`config.mk`:
```
export PLATFORM = sky130hd
export DESIGN_NAME = pc_sequencer_flat
export DESIGN_NICKNAME = d
export VERILOG_FILES = /design/src/rtl/pc_sequencer_if.sv /design/src/rtl/pc_sequencer.sv /design/src/flat_wrapper.sv
export SDC_FILE = /design/constraint.sdc
export NUM_CORES = 1
export LEC_CHECK = 0
export ABC_CLOCK_PERIOD_IN_PS = 2020
export CAP_MARGIN = 20
export CORE_ASPECT_RATIO = 0.7
export CORE_MARGIN = 2
export CORE_UTILIZATION = 40
export DETAILED_ROUTE_END_ITERATION = 10
export PLACE_DENSITY_LB_ADDON = 0.25
export SYNTH_ARGS = -nofsm -noshare
export SYNTH_HDL_FRONTEND = slang
export SYNTH_SLANG_ARGS = --single-unit
```
`constraint.sdc`:
```
create_clock -name clk -period 2.02 [get_ports clk]
set_input_delay 0.606 -clock clk [delete_from_list [all_inputs] [get_ports clk]]
set_output_delay 0.606 -clock clk [all_outputs]
set_load 0.005 [all_outputs]
```
`src/rtl/pc_sequencer_if.sv`:
```
// Decode-to-PC request bundle plus the PC-side results fed to instruction fetch.
interface pc_sequencer_if #(
    parameter int WIDTH     = 32,
    parameter int CNT_WIDTH = 16
);
    logic                 stall;
    logic                 req_valid;
    logic [1:0]           bs;
    logic                 ps;
    logic                 z;
    logic [WIDTH-1:0]     bra;
    logic [WIDTH-1:0]     raa;
    logic                 cnt_clr;
    logic [WIDTH-1:0]     pc;
    logic [WIDTH-1:0]     pc_inc;
    logic                 flush;
    logic                 taken;
    logic [CNT_WIDTH-1:0] taken_cnt;

    modport master (
        output stall, req_valid, bs, ps, z, bra, raa, cnt_clr,
        input  pc, pc_inc, flush, taken, taken_cnt
    );

    modport slave (
        input  stall, req_valid, bs, ps, z, bra, raa, cnt_clr,
        output pc, pc_inc, flush, taken, taken_cnt
    );
endinterface

```
`src/rtl/pc_sequencer.sv`:
```
// Registered program counter: picks increment / branch / register-jump targets,
// squashes decode for a fixed window after each taken redirect, counts redirects.
module pc_sequencer #(
    parameter int               WIDTH        = 32,
    parameter logic [WIDTH-1:0] RESET_PC     = '0,
    parameter int               INCR         = 1,
    parameter int               FLUSH_CYCLES = 2,
    parameter int               CNT_WIDTH    = 16
) (
    input logic         clk,
    input logic         rst_n,
    pc_sequencer_if.slave bus
);

    typedef enum logic {RUN, FLUSH} state_t;

    typedef struct packed {
        logic             taken;
        logic [WIDTH-1:0] target;
    } redirect_t;

    localparam logic [3:0]       FLUSH_LOAD = 4'(FLUSH_CYCLES - 1);
    localparam logic [WIDTH-1:0] INCR_W     = WIDTH'(INCR);

    state_t               state_q;
    logic [3:0]           fcnt_q;
    logic [WIDTH-1:0]     pc_q;
    logic                 taken_q;
    logic [CNT_WIDTH-1:0] cnt_q;

    logic [WIDTH-1:0]     pc_inc_d;
    logic [CNT_WIDTH-1:0] cnt_inc_d;
    logic                 accept_d;
    redirect_t            redir_d;

    assign pc_inc_d  = pc_q + INCR_W;
    assign cnt_inc_d = (&cnt_q) ? cnt_q : cnt_q + 1'b1;
    assign accept_d  = bus.req_valid && (state_q == RUN);

    always_comb begin
        redir_d = '{taken: 1'b0, target: pc_inc_d};
        if (accept_d) begin
            unique case (bus.bs)
                2'b01: if (bus.ps ^ bus.z) redir_d = '{taken: 1'b1, target: bus.bra};
                2'b10: redir_d = '{taken: 1'b1, target: bus.raa};
                2'b11: redir_d = '{taken: 1'b1, target: bus.bra};
                default: ;
            endcase
        end
    end

    always_ff @(posedge clk or negedge rst_n) begin
        if (!rst_n) begin
            state_q <= RUN;
            fcnt_q  <= '0;
            pc_q    <= RESET_PC;
            taken_q <= 1'b0;
            cnt_q   <= '0;
        end else if (bus.stall) begin
            // Everything freezes, including a pending taken pulse; only the
            // counter clear still lands.
            if (bus.cnt_clr) cnt_q <= '0;
        end else begin
            taken_q <= 1'b0;
            unique case (state_q)
                RUN: begin
                    pc_q <= redir_d.target;
                    if (redir_d.taken) begin
                        taken_q <= 1'b1;
                        state_q <= FLUSH;
                        fcnt_q  <= FLUSH_LOAD;
                        cnt_q   <= bus.cnt_clr ? CNT_WIDTH'(1) : cnt_inc_d;
                    end else if (bus.cnt_clr) begin
                        cnt_q <= '0;
                    end
                end
                FLUSH: begin
                    pc_q <= pc_inc_d;
                    if (fcnt_q == 4'd0) state_q <= RUN;
                    else                fcnt_q  <= fcnt_q - 4'd1;
                    if (bus.cnt_clr) cnt_q <= '0;
                end
                default: state_q <= RUN;
            endcase
        end
    end

    assign bus.pc        = pc_q;
    assign bus.pc_inc    = pc_inc_d;
    assign bus.flush     = (state_q == FLUSH);
    assign bus.taken     = taken_q;
    assign bus.taken_cnt = cnt_q;

endmodule

```
`src/flat_wrapper.sv`:
```
// flat-port wrapper written by rule: the top's interface ports become plain ports
module pc_sequencer_flat 
#(
    parameter int               WIDTH        = 32,
    parameter logic [WIDTH-1:0] RESET_PC     = '0,
    parameter int               INCR         = 1,
    parameter int               FLUSH_CYCLES = 2,
    parameter int               CNT_WIDTH    = 16
)
  (clk, rst_n, bus_stall, bus_req_valid, bus_bs, bus_ps, bus_z, bus_bra, bus_raa, bus_cnt_clr, bus_pc, bus_pc_inc, bus_flush, bus_taken, bus_taken_cnt);
  pc_sequencer_if #(.WIDTH(WIDTH), .CNT_WIDTH(CNT_WIDTH)) bus_i ();
  input logic clk;
  input logic rst_n;
  input wire logic [$bits(bus_i.stall)-1:0] bus_stall;
  input wire logic [$bits(bus_i.req_valid)-1:0] bus_req_valid;
  input wire logic [$bits(bus_i.bs)-1:0] bus_bs;
  input wire logic [$bits(bus_i.ps)-1:0] bus_ps;
  input wire logic [$bits(bus_i.z)-1:0] bus_z;
  input wire logic [$bits(bus_i.bra)-1:0] bus_bra;
  input wire logic [$bits(bus_i.raa)-1:0] bus_raa;
  input wire logic [$bits(bus_i.cnt_clr)-1:0] bus_cnt_clr;
  output wire logic [$bits(bus_i.pc)-1:0] bus_pc;
  output wire logic [$bits(bus_i.pc_inc)-1:0] bus_pc_inc;
  output wire logic [$bits(bus_i.flush)-1:0] bus_flush;
  output wire logic [$bits(bus_i.taken)-1:0] bus_taken;
  output wire logic [$bits(bus_i.taken_cnt)-1:0] bus_taken_cnt;
  assign bus_i.stall = bus_stall;
  assign bus_i.req_valid = bus_req_valid;
  assign bus_i.bs = bus_bs;
  assign bus_i.ps = bus_ps;
  assign bus_i.z = bus_z;
  assign bus_i.bra = bus_bra;
  assign bus_i.raa = bus_raa;
  assign bus_i.cnt_clr = bus_cnt_clr;
  assign bus_pc = bus_i.pc;
  assign bus_pc_inc = bus_i.pc_inc;
  assign bus_flush = bus_i.flush;
  assign bus_taken = bus_i.taken;
  assign bus_taken_cnt = bus_i.taken_cnt;
  pc_sequencer #(.WIDTH(WIDTH), .RESET_PC(RESET_PC), .INCR(INCR), .FLUSH_CYCLES(FLUSH_CYCLES), .CNT_WIDTH(CNT_WIDTH)) u_core (.clk(clk), .rst_n(rst_n), .bus(bus_i));
endmodule
```
==> results_tabular.tex, run 1 <==
% Table of physical implementation metrics
\begin{tabular}{lr}
\hline
Metric & Value \\
\hline
\multicolumn{2}{l}{\textbf{Run status}} \\
\quad Outcome & finished with violations \\
\quad Violated checks & negative setup slack \\
\multicolumn{2}{l}{\textbf{Synth}} \\
\quad Simple share & 0.2581 \\
\quad Count of unique library cells instantiated by Yosys & slightly below 70 \\
\quad Syn Area/Cell & 8.836 µm² \\
\quad Flip-flops with a built-in enable & 0 \\
\quad Top FF cell, synth & sky130\_fd\_sc\_hd\_\_dfrtp\_1 \\
\quad Fraction of synthesized cell area taken by the top area cell type & 0.3383 \\
\quad Multiplexer share of the synthesized area & 0.01253 \\
\quad Share of synthesized area occupied by flip-flops and latches & 0.3383 \\
\quad Cell taking the most area after synthesis & sky130\_fd\_sc\_hd\_\_dfrtp\_1 \\
\quad Gate count after technology mapping & 452 \\
\quad Post-synthesis share of cell area spent on and-or and or-and gates & 0.2491 \\
\quad Total cells reported by yosys after synthesis & $\sim$450 \\
\multicolumn{2}{l}{\textbf{Layout}} \\
\quad Most instantiated logic cell after routing & sky130\_fd\_sc\_hd\_\_buf\_4 \\
\quad Area overhead of the layout relative to synthesis & 100.9\% \\
\quad Clock-cell share & 0.02479 \\
\quad Share of cells above drive strength 1 & 0.4366 \\
\quad Comb. cell area & 2985 µm² \\
\quad Top cell class by occupied area & buffers \\
\quad Sequential cell area share & 0.1693 \\
\quad Non-clock inverter instance count of the final layout & 15 \\
\quad Final design instance area without fill & between 8000 and 9000 µm² \\
\quad Number of inserted filler cells in the final layout & 499 \\
\quad Combinational fraction of the cell area & 0.3720 \\
\quad Non-clock buffer instance count of the final layout & 365 \\
\quad Fin util & 0.8287 \\
\quad Sequential standard cell area & about 1400 µm² \\
\multicolumn{2}{l}{\textbf{Worst setup path}} \\
\quad Slowest cell delay on critical path & 0.45 ns \\
\quad Largest fanout on the critical path & 5 \\
\quad Capturing element of the worst setup path & bus\_pc\_inc[27] \\
\quad Total stage count of the critical path & 8 \\
\quad Most numerous cell on the critical path & sky130\_fd\_sc\_hd\_\_buf\_6 \\
\quad Terminus of the critical flop-to-flop path & u\_core.bus.pc[12] \\
\quad Crit path arrival time & 2.13 ns \\
\quad Origin of the worst setup path & u\_core.bus.pc[12] \\
\quad Type of destination of the critical path & output pin \\
\quad Family with the most delay on the worst path & simple AND/OR/NAND/NOR gates \\
\quad Setup crit start kind & flip-flop \\
\quad Worst-path cell with the longest stage delay & sky130\_fd\_sc\_hd\_\_dfrtp\_1 \\
\quad Sum of buffers and inverters on the critical path & 4 \\
\multicolumn{2}{l}{\textbf{Pwr}} \\
\quad Proportion of total power due to net switching & 0.3936 \\
\quad Combinational share of power & 0.629 \\
\quad Power Sequential & roughly 1.8 mW \\
\quad Reported leakage power & around 3.7 nW \\
\quad Cell area power density & 1019 nW/µm² \\
\quad Seq pwr share & 0.222 \\
\quad Top power group & combinational logic \\
\quad Total power of the final layout & 8.174 mW \\
\quad NetSw & 3.217 mW \\
\multicolumn{2}{l}{\textbf{Timing}} \\
\quad Unrepaired setup endpoints after global routing & true \\
\quad Final TNS setup & -16.79 ns \\
\quad Final hold slack & 0.1879 ns \\
\quad Final critical-path required period & approximately 2.7 ns \\
\quad Finish-stage setup viols & 52 \\
\quad Total count of hold-check failures in the final report & 0 \\
\quad Final cycle utilization of the critical path & 1.356 \\
\quad Max frequency & roughly 370 MHz \\
\quad Worst max-slew margin expressed relative to the limit & 0.5896 \\
\quad Crit path setup slack, layout & -0.7186 ns \\
\quad Measured slew at the worst slew-check pin & 0.6079 ns \\
\multicolumn{2}{l}{\textbf{Global route}} \\
\quad Initial antenna violation count & 0 \\
\quad First-pass GRT wire length & 28750 µm \\
\quad Total congestion overflow & 0 \\
\quad Pin count of the biggest net entering global routing & 45 \\
\multicolumn{2}{l}{\textbf{Route}} \\
\quad Wl on met1 & 8048 µm \\
\quad Iteration tally of the first detailed-router pass & 7 \\
\quad Drt via density & 6.468 \\
\quad Total wirelength of the detailed-routed design & 23080 µm \\
\quad Metal3 WL & roughly 2500 µm \\
\quad Remaining number of nets flagged by the antenna check after routing & 0 \\
\multicolumn{2}{l}{\textbf{Clock tree}} \\
\quad Buffer count from post-CTS setup fixing & 55 \\
\quad Number of buffers inserted by hold repair at cts & 0 \\
\quad Number of H-tree levels & 2 \\
\quad Clock Path Buffers & 2 \\
\multicolumn{2}{l}{\textbf{Place}} \\
\quad Detailed placement HPWL & roughly 12000 µm \\
\quad IO Port Bufs & 154 \\
\quad Total placed instance area & 6559 µm² \\
\quad Final GP Congestion & roughly 0.89 \\
\quad Number of instances in the placed design & slightly above 800 \\
\quad Place WS & -0.6069 ns \\
\multicolumn{2}{l}{\textbf{Die}} \\
\quad Initial standard-cell utilization of the core & 0.4124 \\
\quad Cell row count & 30 \\
\quad Total die size & around 11000 µm² \\
\hline
\end{tabular}
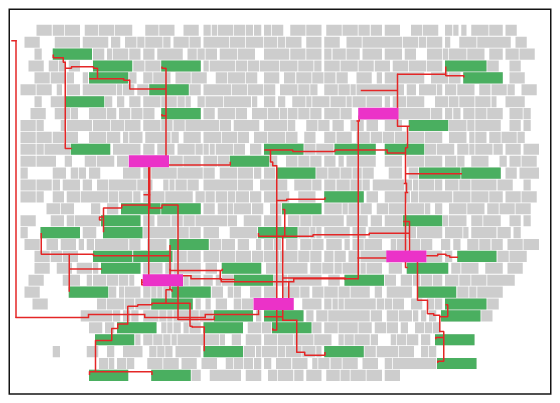
Run 1: clock network drawn from the DEF
- red: clock wires (length 921 µm)
- magenta: clock-net drivers (count 5)
- green: flip-flops (count 54)
- flops lie: widely spread
part of the power in the clock network: 0.149
worst setup skew after layout: 0.005935 ns
Late-Pin Clk Latency: 0.31 ns
clock-net power: 1.21 mW

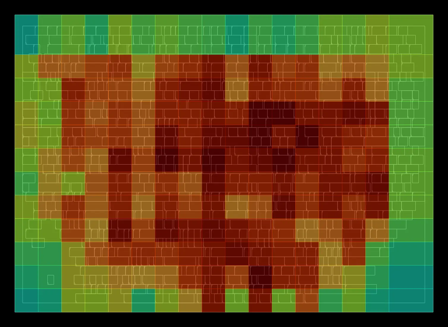
Run 1: routing congestion map
routed wirelength normalized by instance count: 24.95 µm
Global Route met2 Usage: 0.5814
global-route usage over all layers: 0.3491

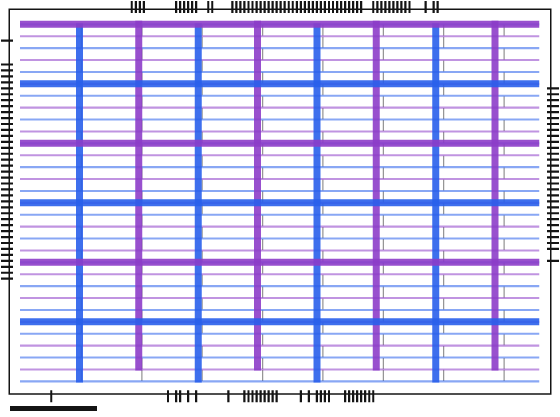
Run 1: supply network
Bar = 20 µm. Pins as bars on the die edge. Tap cells in gray.
- purple: VDD
- blue: VSS
- met1 rails: 31
- met5 straps: 6
die span in x: 123.4 µm
area of the core region: 9684 µm²
maximum vdd ir drop: 0.0006250 V
die outline height: 87.60 µm

==> inputs of run 2 (changes only) <==
--- a/config.mk
+++ b/config.mk
@@ -8,7 +8,6 @@
 export ABC_CLOCK_PERIOD_IN_PS = 2020
 export CAP_MARGIN = 20
 export CORE_ASPECT_RATIO = 0.7
-export CORE_MARGIN = 2
 export CORE_UTILIZATION = 40
 export DETAILED_ROUTE_END_ITERATION = 10
 export PLACE_DENSITY_LB_ADDON = 0.25
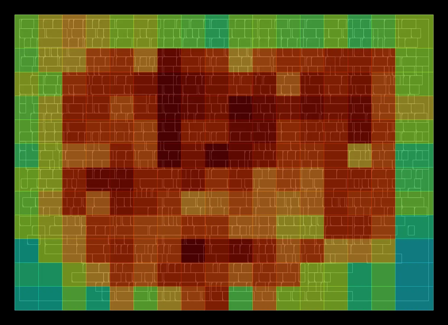
Run 2: routing congestion map
global-route usage over all layers: 0.3490
met1 Track Usage GR: 0.4327
Global Route met2 Usage: 0.5692
global routing usage on met3: 0.06848
fin util: 0.8292

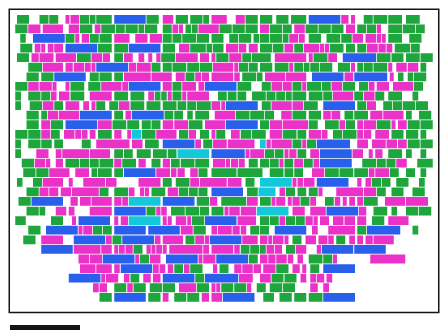
Run 2: cell classes on the final placement
Bar = 20 µm.
- magenta: remaining logic cells (cells 369)
- cyan: clock drivers and dummy loads (cells 8)
- blue: registers (cells 54)
- green: remaining buffers and delay cells (cells 375)
sequential cell area share: 0.1692
final design instance area without fill: 8030 µm²
cell row count: 30

==> run 2 against run 1 <==
Net effect:
- the flow still finishes with violations (negative setup slack)
- hold slack got worse by 0.059 ns
- via count decreased by 1.9%
- combinational power decreased by 4%
- cell count increased by 0.97%
- critical path depth increased by 1
- critical endpoint is now bus_pc_inc[29]
- largest cell class unchanged
==> results_tabular.tex, run 2 <==
% Table of physical implementation metrics
\begin{tabular}{lr}
\hline
Metric & Value \\
\hline
\multicolumn{2}{l}{\textbf{Synth}} \\
\quad Syn Area/Cell & 8.836 µm² \\
\quad Simple share & 0.2581 \\
\quad Multiplexer share of the synthesized area & 0.01253 \\
\quad Cell taking the most area after synthesis & sky130\_fd\_sc\_hd\_\_dfrtp\_1 \\
\quad Flip-flops with a built-in enable & 0 \\
\multicolumn{2}{l}{\textbf{Worst setup path}} \\
\quad Setup crit start kind & flip-flop \\
\quad Sum of buffers and inverters on the critical path & 5 \\
\quad Type of destination of the critical path & output pin \\
\quad Worst-path cell with the longest stage delay & sky130\_fd\_sc\_hd\_\_dfrtp\_1 \\
\quad Terminus of the critical flop-to-flop path & u\_core.bus.pc[19] \\
\quad Origin of the worst setup path & u\_core.bus.pc[13] \\
\quad Total stage count of the critical path & 9 \\
\quad Crit path arrival time & between 2 and 2.5 ns \\
\quad Capturing element of the worst setup path & bus\_pc\_inc[29] \\
\quad Family with the most delay on the worst path & simple AND/OR/NAND/NOR gates \\
\quad Slowest cell delay on critical path & 0.37 ns \\
\multicolumn{2}{l}{\textbf{Global route}} \\
\quad Total congestion overflow & 0 \\
\quad Pin count of the biggest net entering global routing & 34 \\
\quad First-pass GRT wire length & $\sim$28000 µm \\
\quad Initial antenna violation count & 0 \\
\multicolumn{2}{l}{\textbf{Die}} \\
\quad Initial standard-cell utilization of the core & 0.4124 \\
\quad Area of the core region & 9684 µm² \\
\quad Die outline height & 85.60 µm \\
\multicolumn{2}{l}{\textbf{Pwr}} \\
\quad NetSw & 3.114 mW \\
\quad Maximum vdd ir drop & between 0.0005 and 0.0006 V \\
\quad Part of the power in the clock network & 0.120 \\
\quad Clock-net power & 0.925 mW \\
\quad Proportion of total power due to net switching & 0.4056 \\
\quad Power Sequential & 1.79 mW \\
\quad Top power group & combinational logic \\
\quad Reported leakage power & 3.767 nW \\
\quad Combinational share of power & 0.646 \\
\multicolumn{2}{l}{\textbf{Layout}} \\
\quad Sequential standard cell area & 1359 µm² \\
\quad Area overhead of the layout relative to synthesis & 101.1\% \\
\quad Comb. cell area & 2967 µm² \\
\quad Non-clock buffer instance count of the final layout & 375 \\
\quad Number of inserted filler cells in the final layout & 479 \\
\multicolumn{2}{l}{\textbf{Route}} \\
\quad Wl on met1 & 7861 µm \\
\quad Iteration tally of the first detailed-router pass & 6 \\
\quad Metal3 WL & 2344 µm \\
\quad Routed wirelength normalized by instance count & 23.40 µm \\
\quad Total wirelength of the detailed-routed design & 21850 µm \\
\multicolumn{2}{l}{\textbf{Place}} \\
\quad Final GP Congestion & 0.9245 \\
\quad Place WS & -0.6067 ns \\
\quad Detailed placement HPWL & 11370 µm \\
\quad Total placed instance area & 6636 µm² \\
\multicolumn{2}{l}{\textbf{Timing}} \\
\quad Unrepaired setup endpoints after global routing & true \\
\quad Final TNS setup & -15.75 ns \\
\quad Crit path setup slack, layout & -0.6464 ns \\
\quad Max frequency & approximately 380 MHz \\
\quad Finish-stage setup viols & 46 \\
\quad Measured slew at the worst slew-check pin & 0.6001 ns \\
\quad Final cycle utilization of the critical path & 1.320 \\
\quad Final hold slack & 0.1293 ns \\
\multicolumn{2}{l}{\textbf{Run status}} \\
\quad Violated checks & negative setup slack \\
\quad Outcome & finished with violations \\
\multicolumn{2}{l}{\textbf{Clock tree}} \\
\quad Buffer count from post-CTS setup fixing & 65 \\
\quad Number of buffers inserted by hold repair at cts & 0 \\
\quad Number of H-tree levels & 2 \\
\quad Late-Pin Clk Latency & 0.29 ns \\
\hline
\end{tabular}
Power and IR drop assume default switching activity.
